`config.mk`:
```
export PLATFORM = sky130hd
export DESIGN_NAME = uart_tx8_flat
export DESIGN_NICKNAME = d
export VERILOG_FILES = /design/src/rtl/uart_tx8_if.sv /design/src/rtl/uart_tx8.sv /design/src/flat_wrapper.sv
export SDC_FILE = /design/constraint.sdc
export NUM_CORES = 1
export LEC_CHECK = 0
export CORE_MARGIN = 4
export CORE_UTILIZATION = 54
export DETAILED_ROUTE_END_ITERATION = 8
export PLACE_DENSITY = 0.81
export SLEW_MARGIN = 20
export SYNTH_ARGS = -nofsm -noshare
export SYNTH_HDL_FRONTEND = slang
export SYNTH_SLANG_ARGS = --single-unit
```
`constraint.sdc`:
```
create_clock -name clk -period 2.9 [get_ports clk]
set_input_delay 0.725 -clock clk [delete_from_list [all_inputs] [get_ports clk]]
set_output_delay 0.725 -clock clk [all_outputs]
set_load 0.03 [all_outputs]
```
`src/rtl/uart_tx8_if.sv`:
```
// Byte handshake between a producer and the uart_tx8 serial transmitter.
// A byte moves on a rising edge where valid && ready.
interface uart_tx8_if;
  logic [7:0] d;
  logic       valid;
  logic       ready;

  modport master (output d, output valid, input ready);
  modport slave  (input d, input valid, output ready);
endinterface

```
`src/rtl/uart_tx8.sv`:
```
// 8N1 serial transmitter: one byte per handshake, shifted out LSB-first
// with bit timing from an internal clock-divide counter.
//
// state | meaning
// IDLE  | line high, ready for a byte
// START | start bit (0) for CLKS_PER_BIT cycles
// DATA  | eight data bits, LSB first
// STOP  | stop bit (1) for CLKS_PER_BIT cycles
module uart_tx8 #(
  parameter int CLKS_PER_BIT = 4
) (
  input  logic        clk,
  input  logic        rst,
  uart_tx8_if.slave   bus,
  output logic        txd,
  output logic        busy
);

  localparam int CW = (CLKS_PER_BIT > 1) ? $clog2(CLKS_PER_BIT) : 1;
  localparam logic [CW-1:0] CNT_LAST = CW'(CLKS_PER_BIT - 1);

  typedef enum logic [1:0] {
    S_IDLE,
    S_START,
    S_DATA,
    S_STOP
  } state_t;

  state_t          state_q, state_d;
  logic [CW-1:0]   cnt_q, cnt_d;
  logic [2:0]      bit_q, bit_d;
  logic [7:0]      shift_q, shift_d;
  logic            txd_q, txd_d;
  logic            ready_q, ready_d;
  logic            busy_q, busy_d;
  logic            bit_end;

  assign bit_end = (cnt_q == CNT_LAST);

  always_ff @(posedge clk or posedge rst) begin
    if (rst) begin
      state_q <= S_IDLE;
      cnt_q   <= '0;
      bit_q   <= '0;
      shift_q <= 8'h00;
      txd_q   <= 1'b1;
      ready_q <= 1'b1;
      busy_q  <= 1'b0;
    end else begin
      state_q <= state_d;
      cnt_q   <= cnt_d;
      bit_q   <= bit_d;
      shift_q <= shift_d;
      txd_q   <= txd_d;
      ready_q <= ready_d;
      busy_q  <= busy_d;
    end
  end

  always_comb begin
    state_d = state_q;
    bit_d   = bit_q;
    shift_d = shift_q;
    cnt_d   = bit_end ? '0 : cnt_q + 1'b1;

    case (state_q)
      S_IDLE: begin
        cnt_d = '0;
        if (bus.valid) begin
          shift_d = bus.d;
          state_d = S_START;
        end
      end
      S_START: begin
        if (bit_end) begin
          bit_d   = 3'd0;
          state_d = S_DATA;
        end
      end
      S_DATA: begin
        if (bit_end) begin
          shift_d = {1'b0, shift_q[7:1]};
          bit_d   = bit_q + 3'd1;
          if (bit_q == 3'd7) state_d = S_STOP;
        end
      end
      S_STOP: begin
        if (bit_end) state_d = S_IDLE;
      end
      default: state_d = S_IDLE;
    endcase

    // Outputs are decoded from the next state so they land in flops
    // and line up with the state they describe.
    case (state_d)
      S_START: txd_d = 1'b0;
      S_DATA:  txd_d = shift_d[0];
      default: txd_d = 1'b1;
    endcase
    ready_d = (state_d == S_IDLE);
    busy_d  = ~ready_d;
  end

  assign bus.ready = ready_q;
  assign txd       = txd_q;
  assign busy      = busy_q;

endmodule

```
`src/flat_wrapper.sv`:
```
// flat-port wrapper written by rule: the top's interface ports become plain ports
module uart_tx8_flat 
#(
  parameter int CLKS_PER_BIT = 4
)
  (clk, rst, txd, busy, bus_d, bus_valid, bus_ready);
  uart_tx8_if bus_i ();
  input  logic clk;
  input  logic rst;
  output logic txd;
  output logic busy;
  input wire logic [$bits(bus_i.d)-1:0] bus_d;
  input wire logic [$bits(bus_i.valid)-1:0] bus_valid;
  output wire logic [$bits(bus_i.ready)-1:0] bus_ready;
  assign bus_i.d = bus_d;
  assign bus_i.valid = bus_valid;
  assign bus_ready = bus_i.ready;
  uart_tx8 #(.CLKS_PER_BIT(CLKS_PER_BIT)) u_core (.clk(clk), .rst(rst), .bus(bus_i), .txd(txd), .busy(busy));
endmodule
```
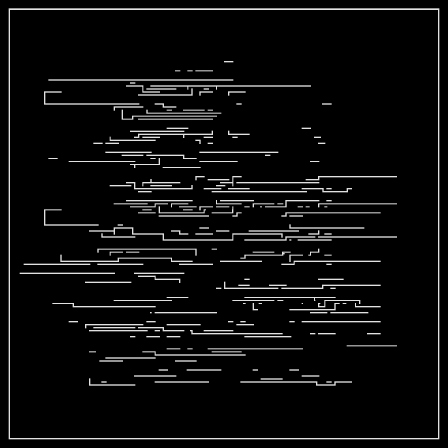
(metal 1)
89 nets have wire on it. The longest straight run is 20.7 um. The wires run mostly horizontal. The layer carries 774 um of wire. The layer holds 47% of the routed length.
grt met1 use: 23.9%
total length of routed wires: 1630 um
vias: 634

==> impl_metrics.env <==
# physical design summary
export IMPL_timing_max_transition_violations_final=0
export IMPL_routed_wl_met3_um=96
export IMPL_antenna_cells_inserted=0
export IMPL_final_core_utilization_pct=67.1
export IMPL_vias_per_cell=6.28
export IMPL_grt_pass1_wl_um=2660
export IMPL_yosys_dominant_comb_family="AND-OR/OR-AND gates"
export IMPL_cts_hold_buf=0
export IMPL_xor_area_share_pct=1.01
export IMPL_multi_input_comb_area_um2=370
export IMPL_drc=0
export IMPL_drt_met1_wl_um=774
export IMPL_rsz0062_at_grt="no"
export IMPL_num_nonclk_inverters=2
export IMPL_critical_path_buf_inv_count=1
export IMPL_cts_tree="built"
export IMPL_synthMostInstantiatedCell="sky130_fd_sc_hd__dfrtp_1"
export IMPL_start_kind="flip-flop"
export IMPL_timing_max_slew_rel_slack_pct=54.9
export IMPL_finish_cell_count_without_fillers=101
export IMPL_clockNetworkAreaShare_pct=2.23
export IMPL_design_core_area_um2=1510
export IMPL_chipHeight_um=48.2
export IMPL_edf_count=0
export IMPL_critical_path_top_delay_family="buffers and inverters"
export IMPL_non_clock_buffer_count=14
export IMPL_status="finished, final reports clean"
export IMPL_pin_count_of_the_biggest_net_entering_global_routing=19
export IMPL_max_slew_worst_pin_slew_ns=0.676
export IMPL_synth_area_top_cells="sky130_fd_sc_hd__dfrtp_1 (46%), sky130_fd_sc_hd__a221o_1 (6.9%), sky130_fd_sc_hd__dfstp_2 (6.0%)"
export IMPL_critPathSlowestCell="sky130_fd_sc_hd__clkdlybuf4s50_1"
export IMPL_synth_sequential_area_ratio_pct=52.0
export IMPL_synth_cell_area_um2=871
export IMPL_tritoncts_num_sinks=18
export IMPL_chip_area_um2=2320
export IMPL_finalWeightedCongestion=0.709
export IMPL_mux_area_share_pct=2.44
export IMPL_globalRouteTotalUtil_pct=17.0
export IMPL_number_of_synthesis_warnings=0
export IMPL_max_cap_violations=0
export IMPL_yosys_area_share_aoi_pct=20.0
export IMPL_post_layout_instance_area_um2=1010
export IMPL_hold_ws_ns=0.443
export IMPL_largestClassByArea="registers"
export IMPL_crit_path_cells="clkdlybuf4s50_1"
export IMPL_p_leak_nw=0.485
export IMPL_critPathMaxStageDelay_ns=0.66
export IMPL_maxClockFrequency_mhz=455
export IMPL_met2_wirelength_um=735
export IMPL_layout_top_cell_excl_fill_tap="sky130_fd_sc_hd__dfrtp_1"
export IMPL_warning_count=26
export IMPL_placed_cells=98
export IMPL_globalRouteMet3Util_pct=3.32
export IMPL_grt_busiest_layer="met2"
export IMPL_taps=16
export IMPL_clock_skew_ns=0.000612
export IMPL_rows=14
export IMPL_post_cts_buffers=0
export IMPL_dr_pass1_iters=4
export IMPL_cts_root_buffer_cell="sky130_fd_sc_hd__clkbuf_4"
export IMPL_hp_class="reg2reg"
export IMPL_final_critical_path_setup_slack_ns=0.700
export IMPL_dpl_hpwl_um=1140
export IMPL_final_net_count=101
export IMPL_nMultiInputCombCells=48
export IMPL_top_signal_layer_used="met4"
export IMPL_final_setup_viol_count=0
export IMPL_timing_final_crit_period_ns=2.20
export IMPL_setup_tns_ns=0
export IMPL_grt_ovfl_total=0
export IMPL_highest_count_cells_in_the_layout_ignoring_fill_and_taps="sky130_fd_sc_hd__dfrtp_1 (16), sky130_fd_sc_hd__clkdlybuf4s50_1 (13), sky130_fd_sc_hd__and3_1 (6), sky130_fd_sc_hd__a221o_1 (6), sky130_fd_sc_hd__a22o_1 (5)"
export IMPL_clock_insertion_delay_worst_skew_ns=0.28
export IMPL_dr_first_iter_drc_count=22
export IMPL_non_clock_buffer_area_share_pct=13.6
export IMPL_final_hold_viol_count=0
export IMPL_mappedNetlistNets=88
export IMPL_route_detailed_wl_per_inst_um=16.2
export IMPL_syn2layout_area_growth_pct=16.1
export IMPL_antenna_found_initial=0
export IMPL_cts_repair_resized=0
export IMPL_ff_latch_area_um2=453
export IMPL_crit_path_end_kind="primary output"
export IMPL_fin_crit_sh_pct=75.8
export IMPL_largest_reg_flops=8
export IMPL_floorplan_io_pins=14
export IMPL_synth_distinct_cells=30
export IMPL_most_area_hungry_cell_type_in_the_yosys_netlist="sky130_fd_sc_hd__dfrtp_1"
export IMPL_clk_path_buf_depth=2
export IMPL_area_share_combinational_pct=36.6
export IMPL_die_w_um=48.2
export IMPL_sh_seq_area_pct=44.8
export IMPL_fillCellCount=116
export IMPL_synth_adder_area_share_pct=4.31
export IMPL_dp_worst_setup_slack_ns=0.798
export IMPL_worstPathRequired_ns=2.17
export IMPL_worst_ep_arrival_time_ns=1.47
export IMPL_post_synth_most_frequent_cells="sky130_fd_sc_hd__dfrtp_1 (16), sky130_fd_sc_hd__a221o_1 (6), sky130_fd_sc_hd__and3_1 (6)"
export IMPL_h_tree_depth=1
export IMPL_cellPowerDensity_nw_per_um2=940
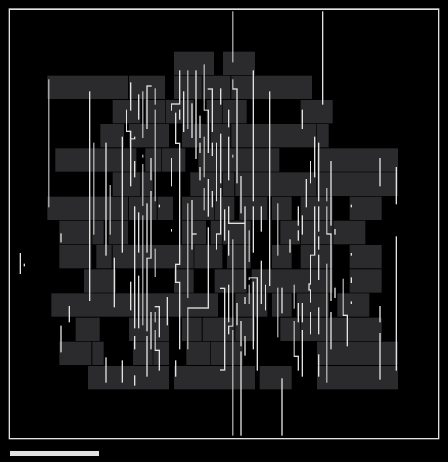
(M2 wires)
The bar under the picture is 10 um long. Cells faint in the background.
84 nets have wire on it. The layer carries 735 um of wire.
GRT met2 Usage: 24.2%

==> final timing paths <==
check	start	to	slack (ns)	cells after the start
setup / recovery	u_core.bus.ready	bus_ready	0.70	1
hold / removal	u_core.cnt_q[0]	u_core.cnt_q[0]	0.44	1
setup reg to reg	u_core.cnt_q[0]	u_core.shift_q[3]	1.29	4
hold reg to reg	u_core.cnt_q[0]	u_core.cnt_q[0]	0.44	1
max in group asynchronous	rst	u_core.state_q[0]	1.64	2
min in group asynchronous	rst	u_core.cnt_q[0]	0.83	2
==> power breakdown <==
group          internal, mW  switching [mW]  total [mW]
Combinational         0.193           0.188       0.381
Clock                0.0483          0.0696       0.118
Sequential            0.363          0.0884       0.452
Total                 0.605           0.345       0.950
No activity file was given, so power comes from the tool's default toggle rates.
